### src/rtl/cpu_bus_pkg.sv
// Shared types and defaults for the core's memory-port arbiter.
// ARB_RR_EN (optional macro) selects round-robin instead of fixed LSU priority.
package cpu_bus_pkg;

  localparam int ADDR_W_DEF = 32;
  localparam int DATA_W_DEF = 32;

  typedef enum logic [1:0] {
    IDLE     = 2'd0,
    BUSY_IFU = 2'd1,
    BUSY_LSU = 2'd2
  } arb_state_e;

  typedef enum logic {
    OWN_IFU = 1'b0,
    OWN_LSU = 1'b1
  } owner_e;

endpackage

### src/rtl/arb_pick2.sv
// Combinational two-way picker; grant is one-hot, bit 0 = IFU, bit 1 = LSU.
// With ARB_RR_EN defined, ties go to the requester not granted last.
module arb_pick2
  import cpu_bus_pkg::*;
(
  input  logic [1:0] req,
  input  logic       last_grant,
  output logic [1:0] grant
);

`ifndef ARB_RR_EN
  logic unused_last_grant;
  assign unused_last_grant = last_grant;
`endif

  always_comb begin
    grant = req;
    if (req == 2'b11) begin
`ifdef ARB_RR_EN
      grant = (last_grant == OWN_IFU) ? 2'b10 : 2'b01;
`else
      grant = 2'b10;
`endif
    end
  end

endmodule

### src/rtl/mem_port_arbiter.sv
// Shares the single memory port between fetch (IFU) and load/store (LSU),
// one transaction outstanding. ARB_RR_EN enables round-robin tie breaking.
module mem_port_arbiter
  import cpu_bus_pkg::*;
#(
  parameter int ADDR_W = ADDR_W_DEF,
  parameter int DATA_W = DATA_W_DEF
) (
  input  logic                clk,
  input  logic                reset,
  input  logic                ifu_req_valid,
  output logic                ifu_req_ready,
  input  logic [ADDR_W-1:0]   ifu_addr,
  input  logic                ifu_flush,
  output logic                ifu_resp_valid,
  output logic [DATA_W-1:0]   ifu_rdata,
  input  logic                lsu_req_valid,
  output logic                lsu_req_ready,
  input  logic [ADDR_W-1:0]   lsu_addr,
  input  logic [DATA_W-1:0]   lsu_wdata,
  input  logic [DATA_W/8-1:0] lsu_wmask,
  output logic                lsu_resp_valid,
  output logic [DATA_W-1:0]   lsu_rdata,
  output logic                bus_req_valid,
  input  logic                bus_req_ready,
  output logic [ADDR_W-1:0]   bus_addr,
  output logic [DATA_W-1:0]   bus_wdata,
  output logic [DATA_W/8-1:0] bus_wmask,
  input  logic                bus_resp_valid,
  input  logic [DATA_W-1:0]   bus_rdata
);

  arb_state_e        state_q, state_d;
  logic              drop_q, drop_d;
  logic [DATA_W-1:0] ifu_rdata_q, lsu_rdata_q;
  logic [1:0]        grant;
  logic              last_grant;

`ifdef ARB_RR_EN
  logic last_grant_q, last_grant_d;
  assign last_grant = last_grant_q;
`else
  assign last_grant = OWN_IFU;
`endif

  arb_pick2 u_pick (
    .req        ({lsu_req_valid, ifu_req_valid}),
    .last_grant (last_grant),
    .grant      (grant)
  );

  // Payload mux follows the winner; the requester holds it stable until accepted.
  assign bus_addr  = grant[1] ? lsu_addr  : ifu_addr;
  assign bus_wdata = grant[1] ? lsu_wdata : '0;
  assign bus_wmask = grant[1] ? lsu_wmask : '0;

  always_comb begin
    state_d        = state_q;
    drop_d         = drop_q;
    bus_req_valid  = 1'b0;
    ifu_req_ready  = 1'b0;
    lsu_req_ready  = 1'b0;
    ifu_resp_valid = 1'b0;
    lsu_resp_valid = 1'b0;
`ifdef ARB_RR_EN
    last_grant_d   = last_grant_q;
`endif
    if (reset) begin
      unique case (state_q)
        IDLE: begin
          bus_req_valid = |grant;
          if (bus_req_ready && (|grant)) begin
            ifu_req_ready = grant[0];
            lsu_req_ready = grant[1];
            state_d       = grant[1] ? BUSY_LSU : BUSY_IFU;
            drop_d        = 1'b0;
`ifdef ARB_RR_EN
            last_grant_d  = grant[1] ? OWN_LSU : OWN_IFU;
`endif
          end
        end
        BUSY_IFU: begin
          if (bus_resp_valid) begin
            // A flush arriving with the response still kills it.
            ifu_resp_valid = !(drop_q || ifu_flush);
            drop_d         = 1'b0;
            state_d        = IDLE;
          end else if (ifu_flush) begin
            drop_d = 1'b1;
          end
        end
        BUSY_LSU: begin
          if (bus_resp_valid) begin
            lsu_resp_valid = 1'b1;
            state_d        = IDLE;
          end
        end
        default: state_d = IDLE;
      endcase
    end
  end

  assign ifu_rdata = ifu_resp_valid ? bus_rdata : ifu_rdata_q;
  assign lsu_rdata = lsu_resp_valid ? bus_rdata : lsu_rdata_q;

  always_ff @(posedge clk) begin
    if (!reset) begin
      state_q      <= IDLE;
      drop_q       <= 1'b0;
      ifu_rdata_q  <= '0;
      lsu_rdata_q  <= '0;
`ifdef ARB_RR_EN
      last_grant_q <= OWN_IFU;
`endif
    end else begin
      state_q <= state_d;
      drop_q  <= drop_d;
      if (ifu_resp_valid) ifu_rdata_q <= bus_rdata;
      if (lsu_resp_valid) lsu_rdata_q <= bus_rdata;
`ifdef ARB_RR_EN
      last_grant_q <= last_grant_d;
`endif
    end
  end

endmodule
### config.mk
export PLATFORM = sky130hd
export DESIGN_NAME = mem_port_arbiter
export DESIGN_NICKNAME = d
export VERILOG_FILES = /design/src/rtl/cpu_bus_pkg.sv /design/src/rtl/arb_pick2.sv /design/src/rtl/mem_port_arbiter.sv
export SDC_FILE = /design/constraint.sdc
export NUM_CORES = 1
export LEC_CHECK = 0
export CORE_AREA = 2 2 112 114
export CTS_CLUSTER_SIZE = 8
export DETAILED_ROUTE_END_ITERATION = 7
export DIE_AREA = 0 0 114 116
export GPL_TIMING_DRIVEN = 1
export PLACE_DENSITY = 0.78
export SLEW_MARGIN = 20
export SYNTH_ARGS = -nofsm -noshare
export SYNTH_HDL_FRONTEND = slang
export SYNTH_SLANG_ARGS = --single-unit
### constraint.sdc
create_clock -name clk -period 1.45 [get_ports clk]
set_input_delay 0.2175 -clock clk [delete_from_list [all_inputs] [get_ports clk]]
set_output_delay 0.2175 -clock clk [all_outputs]
set_load 0.02 [all_outputs]
Figure 1. Wiring by layer.
(4 px per µm)
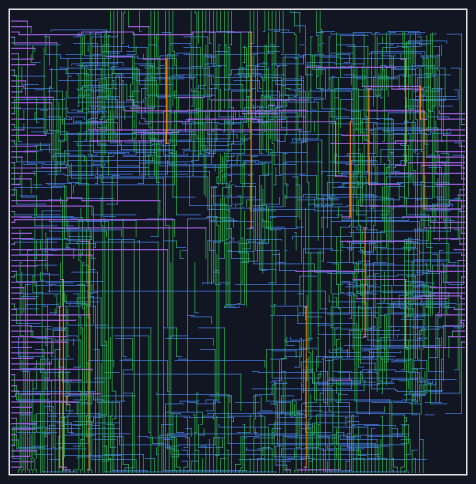
legend:
  orange:
    layer: met4
    wire_length: 422 µm
  green:
    layer: met2
    wire_length: 10700 µm
  blue:
    layer: met1
    wire_length: 6920 µm
  purple:
    layer: met3
    wire_length: 1420 µm
Final Routed Wirelength: 19500 µm
wire length per cell: 22.2 µm
GRT Overall Usage: 26.5%

Figure 2. Floorplan with the power grid.
(3 px per µm) Pins as bars on the die edge.
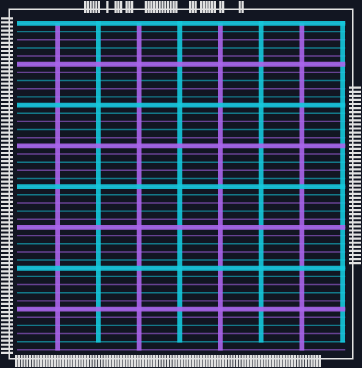
legend:
  purple:
    net: VSS
  cyan:
    net: VDD
rows: 40
met5 straps: 8
signal pins: 276
met4 straps: 8
Worst VDD drop: 0.527 mV
die width: 114 µm

==> Changelog: implementation <==
### Implementation results

* Comb_multi_in at 285
* Failing checks: negative setup slack
* Gate power share at 27.3%
* Aoi share at 10.8%
* Yosys adder share at 1.06%
* Metal2 WL at 10700 µm
* Ports at 276
* Status: finished with violations
* Clk tree area frac at 3.92%
* Met3 Track Usage GR at 7.22%
* Hold bufs inserted after CTS at 0
* Grt peak-use layer: met2
* Starting density of the core at 29.8%
* Most instantiated logic cells after routing: 134 x clkdlybuf4s50_1, 96 x buf_6, 65 x dfxtp_1, 44 x dlygate4sd2_1, 40 x and2_1
* Final Cycle Share at 138%
* Root buf cell: clkbuf_16
* Total of max-cap violations at 0
* Synthesis Warnings at 0
* Critical path arrival at 1.79 ns
* Late-Pin Clk Latency at 0.33 ns
* Final min period at 2.01 ns
* Final setup violating endpoints at 111
* MI comb area at 2780 µm²
* Final setup margin at -0.558 ns
* Post-synth seq share at 37.7%
* Min Hold Slack at 0.478 ns
* Slew Limit Fails at 0
* Global-route wire length before repair at 26400 µm
* Largest net degree at the start of global routing at 35
* Port Buffers at 275
* Combinational Power at 1.60 mW
* Synth top area share at 37.7%
* R2r setup slk at -0.20 ns
* EDFF count, synth at 0
* Int Pwr at 4.33 mW
* Uppermost layer routed: met4
* Yosys reg bits at 67
* Post-layout nets at 863
* Post-place instance area at 6890 µm²
* Hold Vio Cnt, Final at 0
* Fillers at 843
* WP buf/inv at 4
* Synth cell count leaders: 68 x and2_1, 67 x dfxtp_1, 36 x nand2_1, 35 x mux2_2, 34 x nand3_1
* Nonclk inv count at 6
* Slew HR at 71.8%
* TNS Setup at -36.51 ns
* Clkbuf count at 12
Figure 3. Gate-type map.
(2 px per µm)
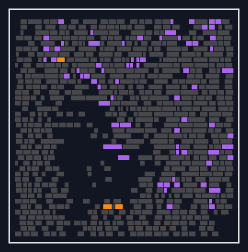
legend:
  orange:
    family: NOR gates
    cells: 3
    most_used: nor2_4
  purple:
    family: inverting AOI/OAI gates
    cells: 70
    most_used: o21ai_2
    where: widely spread
logic share of the area: 33.1%
top logic cell by instance count in the layout: clkdlybuf4s50_1
Post-Layout Cell Count: 876

Figure 4. Clock nets.
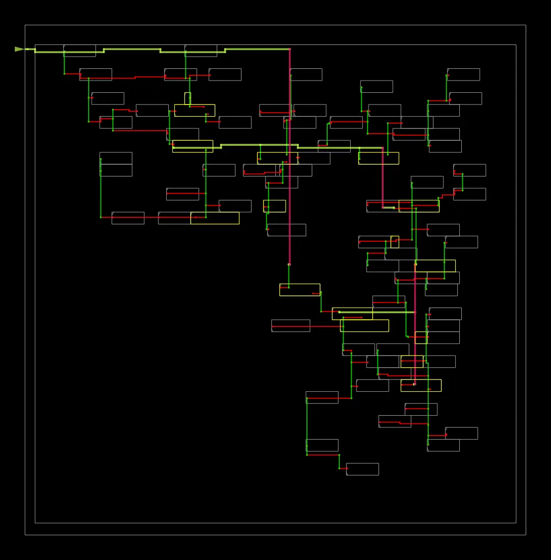
Worst Skew: 0.0101 ns
flip-flops: 67
Clock net power: 2.37 mW
clk sink count: 67
CTS buffer count: 9

Power is estimated from default activity; no workload was simulated.
